`src/rtl/lut_mux_prog.sv`:
```
// lut_mux_prog: serially loadable 2^SEL_W-entry lookup table with a registered valid/ready evaluation path.
// Define LUT_SHADOW_EN to stage loads in a shadow register and commit them atomically on the final bit.
module lut_mux_prog #(
   parameter int                    SEL_W = 3,
   parameter logic [(1<<SEL_W)-1:0] INIT  = 8'hC9
) (
   input  logic             clk,
   input  logic             rst_n,
   input  logic             cfg_start,
   input  logic             cfg_valid,
   input  logic             cfg_bit,
   output logic             cfg_busy,
   output logic             cfg_done,
   input  logic             in_valid,
   output logic             in_ready,
   input  logic [SEL_W-1:0] sel,
   output logic             out_valid,
   output logic             out
);
   localparam int N = 1 << SEL_W;
   localparam logic [SEL_W:0] LAST = (SEL_W+1)'(N - 1);
   typedef enum logic {IDLE, LOAD} state_t;
   state_t         state;
   logic [SEL_W:0] cnt;
   logic [N-1:0]   tbl, nxt;
   logic           last;
   assign last = cnt == LAST;
`ifdef LUT_SHADOW_EN
   logic [N-1:0] shadow;
   assign in_ready = 1'b1;
   always_comb begin
      nxt = shadow;
      nxt[cnt[SEL_W-1:0]] = cfg_bit;
   end
`else
   // Evaluation is blocked while the live table is being overwritten.
   assign in_ready = state == IDLE;
   always_comb begin
      nxt = tbl;
      nxt[cnt[SEL_W-1:0]] = cfg_bit;
   end
`endif
   always_ff @(posedge clk) begin
      if (!rst_n) begin
         state     <= IDLE;
         cnt       <= '0;
         tbl       <= INIT;
`ifdef LUT_SHADOW_EN
         shadow    <= INIT;
`endif
         out       <= 1'b0;
         out_valid <= 1'b0;
         cfg_busy  <= 1'b0;
         cfg_done  <= 1'b0;
      end else begin
         out_valid <= in_valid & in_ready;
         if (in_valid & in_ready) out <= tbl[sel];
         cfg_done <= 1'b0;
         if (state == IDLE) begin
            if (cfg_start) begin
               state    <= LOAD;
               cnt      <= '0;
               cfg_busy <= 1'b1;
            end
         end else if (cfg_valid) begin
            cnt <= cnt + 1'b1;
`ifdef LUT_SHADOW_EN
            shadow <= nxt;
            if (last) tbl <= nxt;
`else
            tbl <= nxt;
`endif
            if (last) begin
               state    <= IDLE;
               cfg_busy <= 1'b0;
               cfg_done <= 1'b1;
            end
         end
      end
   end
endmodule

```
`config.mk`:
```
export PLATFORM = sky130hd
export DESIGN_NAME = lut_mux_prog
export DESIGN_NICKNAME = d
export VERILOG_FILES = /design/src/rtl/lut_mux_prog.sv
export SDC_FILE = /design/constraint.sdc
export NUM_CORES = 1
export LEC_CHECK = 0
export CORE_UTILIZATION = 45
export DETAILED_ROUTE_END_ITERATION = 16
export GPL_TIMING_DRIVEN = 0
export HOLD_SLACK_MARGIN = 0.03
export PLACE_DENSITY_LB_ADDON = 0.1
export SKIP_LAST_GASP = 1
export SLEW_MARGIN = 25
export SYNTH_ARGS = -nofsm -noshare
export SYNTH_HDL_FRONTEND = slang
export SYNTH_SLANG_ARGS = --single-unit
```
`constraint.sdc`:
```
create_clock -name clk -period 1.15 [get_ports clk]
set_clock_uncertainty 0.05 [all_clocks]
set_input_delay 0.115 -clock clk [delete_from_list [all_inputs] [get_ports clk]]
set_output_delay 0.115 -clock clk [all_outputs]
set_load 0.05 [all_outputs]
```
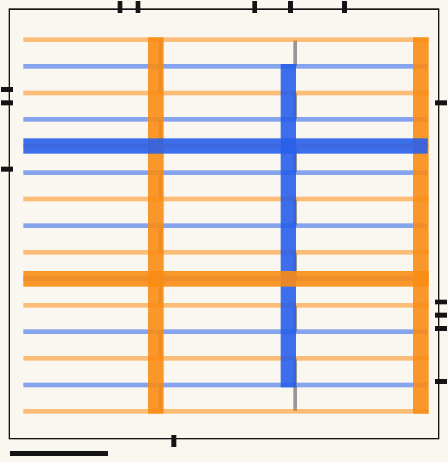
*Power grid*
The bar under the picture is 10 µm long. Pins as bars on the die edge. Tap cells in gray.
VSS -> orange
VDD -> blue
met5 straps = 2
signal pins = 14
rows = 14
met1 rails = 15
die outline width: 43.9 µm
IR Drop Worst-Case VDD: 1030 µV
vertical die dimension: 43.9 µm

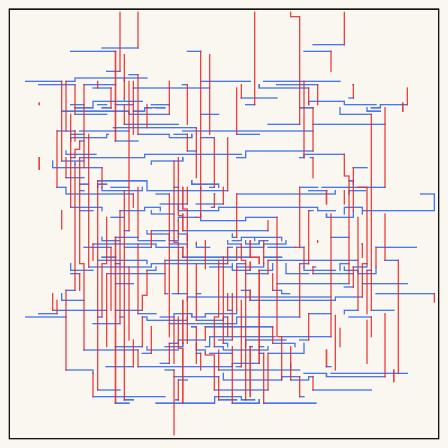
*Metal layers overlaid*
Only two layers are drawn.
metal 1 -> blue  # wire length 831 µm
metal 2 -> red  # wire length 814 µm
total vias in the final route: 722
Tot GR Track Use: 0.209

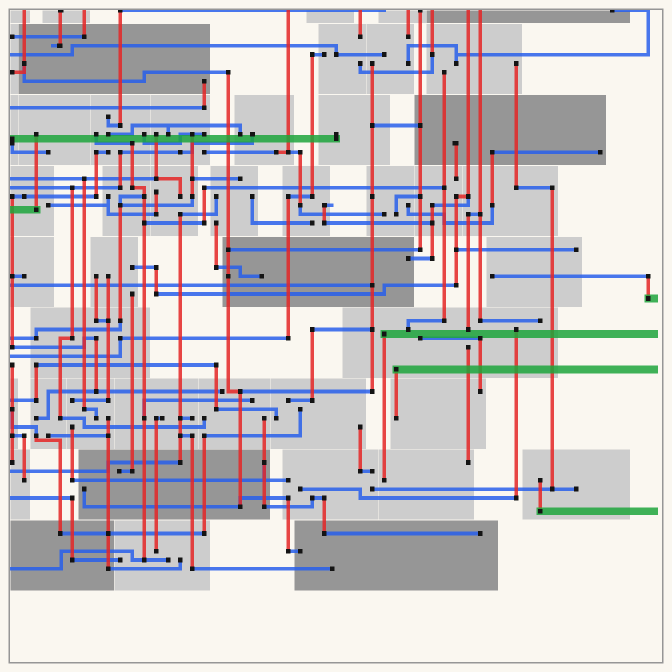
*Layout detail*
Region (19, 0) to (44, 25) µm. Cells in gray, sequential cells in the stronger gray; small squares are vias.
metal 3 -> green
metal 1 -> blue
metal 2 -> red
netlist names of flops here include = tbl (5), cnt (1)
cells with their middle in the window = 37
sequential cells in the window = 6
most frequent = dfxtp_1 (5), o21ai_1 (4), mux2i_1 (4)

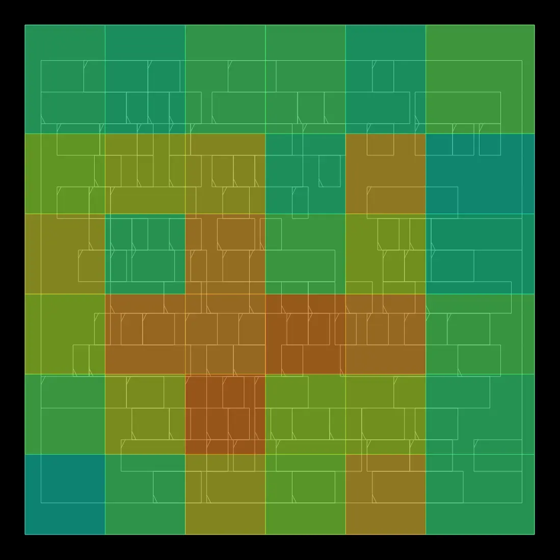
*Routing congestion*
mean routed wirelength per cell: 14.1 µm
routing usage on met2: 0.304
met3 GRT Util: 0.0833
Layout Utilization: 0.642
grt peak-use layer: met2

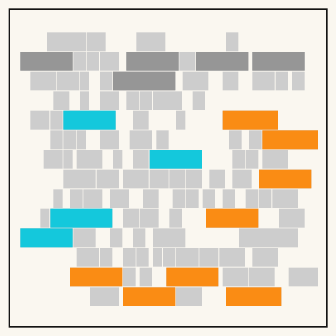
*Sequential cells grouped by signal name*
Other sequential cells in the stronger gray, the rest of the logic in the fainter gray.
tbl -> orange  # placed flops 8
cnt -> cyan  # placed flops 4, where west

==> run summary <==
syn_area_per_cell - 8.76 µm²
minimum setup slack among reg-to-reg paths - -0.05 ns
antenna violations before repair - 0
synthesized cell area - 788 µm²
Cell Int Power - 0.816 mW
HP Class - primary input to register
met1 layer usage reported by global route - 0.280
number of flip-flops and latches in the synthesized netlist - 17
Skew-Pair Late Insertion Delay - 0.29 ns
cell type group with the largest total delay on the critical path - flip-flops
power in combinational cells - 0.186 mW
number of standard cells reported by yosys - 90
nets@finish - 119
synthesized instance count - 90
Placeable Area - 1580 µm²
power density cells - 1110 nW/µm²
wire length of the first global-routing pass - 2950 µm
final design area excluding fillers - 1010 µm²
final worst hold slack - 0.0766 ns
critical path arrival - 1.33 ns
final-report setup violation count - 6
cell with the largest stage delay on the worst path - sky130_fd_sc_hd__dfxtp_4
post-layout worst setup margin - -0.0536 ns
Final Non-Filler Cells - 124
leading cell types in the layout, fill and taps excluded - sky130_fd_sc_hd__dfxtp_1, sky130_fd_sc_hd__nand3_1, sky130_fd_sc_hd__a21oi_1
sum of internal, switching and leakage power - 1.12 mW
worst hold path endpoint - tbl[1]$_SDFFE_PN0P_
number of endpoints with negative hold slack in the final report - 0
max reg flops - 8
length of routed wiring on met1 - 830 µm
aoi share - 0.178
synthesized net count - 100
share of cell area taken by multi-input logic gates - 0.425
share of the synthesized area in the top cell type - 0.432
most area-consuming cells after synthesis - sky130_fd_sc_hd__dfxtp_1, sky130_fd_sc_hd__a21oi_1, sky130_fd_sc_hd__mux2i_1
remaining design rule violation count - 0
unique cell type count in the Yosys netlist - 31
most area-hungry cell class in the final design - logic gates
total negative slack - -0.170 ns
sequential power share - 0.546
sequential cells - 17
critical path fanouts, max - 4
yosys-reported design area after synthesis - 788 µm²
hold buffers post-CTS - 0
Highest Clock Rate - 831 MHz
outcome - finished, violations left
Seq power - 0.612 mW
vias per std cell - 5.82
Register Area - 352 µm²
fraction of synthesis flops using an asynchronous set or reset pin - 0
cell taking the most area after synthesis - sky130_fd_sc_hd__dfxtp_1
Post-Synth Adder-Cell Area - 0.0159
failing checks - negative setup slack
routability-driven placement congestion ratio - 0.776
buffer-and-inverter tally for the worst setup path - 2
number of enable flip-flop cells - 0
unrepaired setup endpoints after global routing - yes
top metal layer carrying routed signals - met4
main kind of combinational logic by area - simple AND/OR/NAND/NOR gates
clock period minus worst slack - 1.20 ns
cell area after placement - 923 µm²
effective utilization at floorplan - 0.500
number of I/O port buffers - 10
Hold Crit Depth - 3
No activity file was given, so power comes from the tool's default toggle rates.
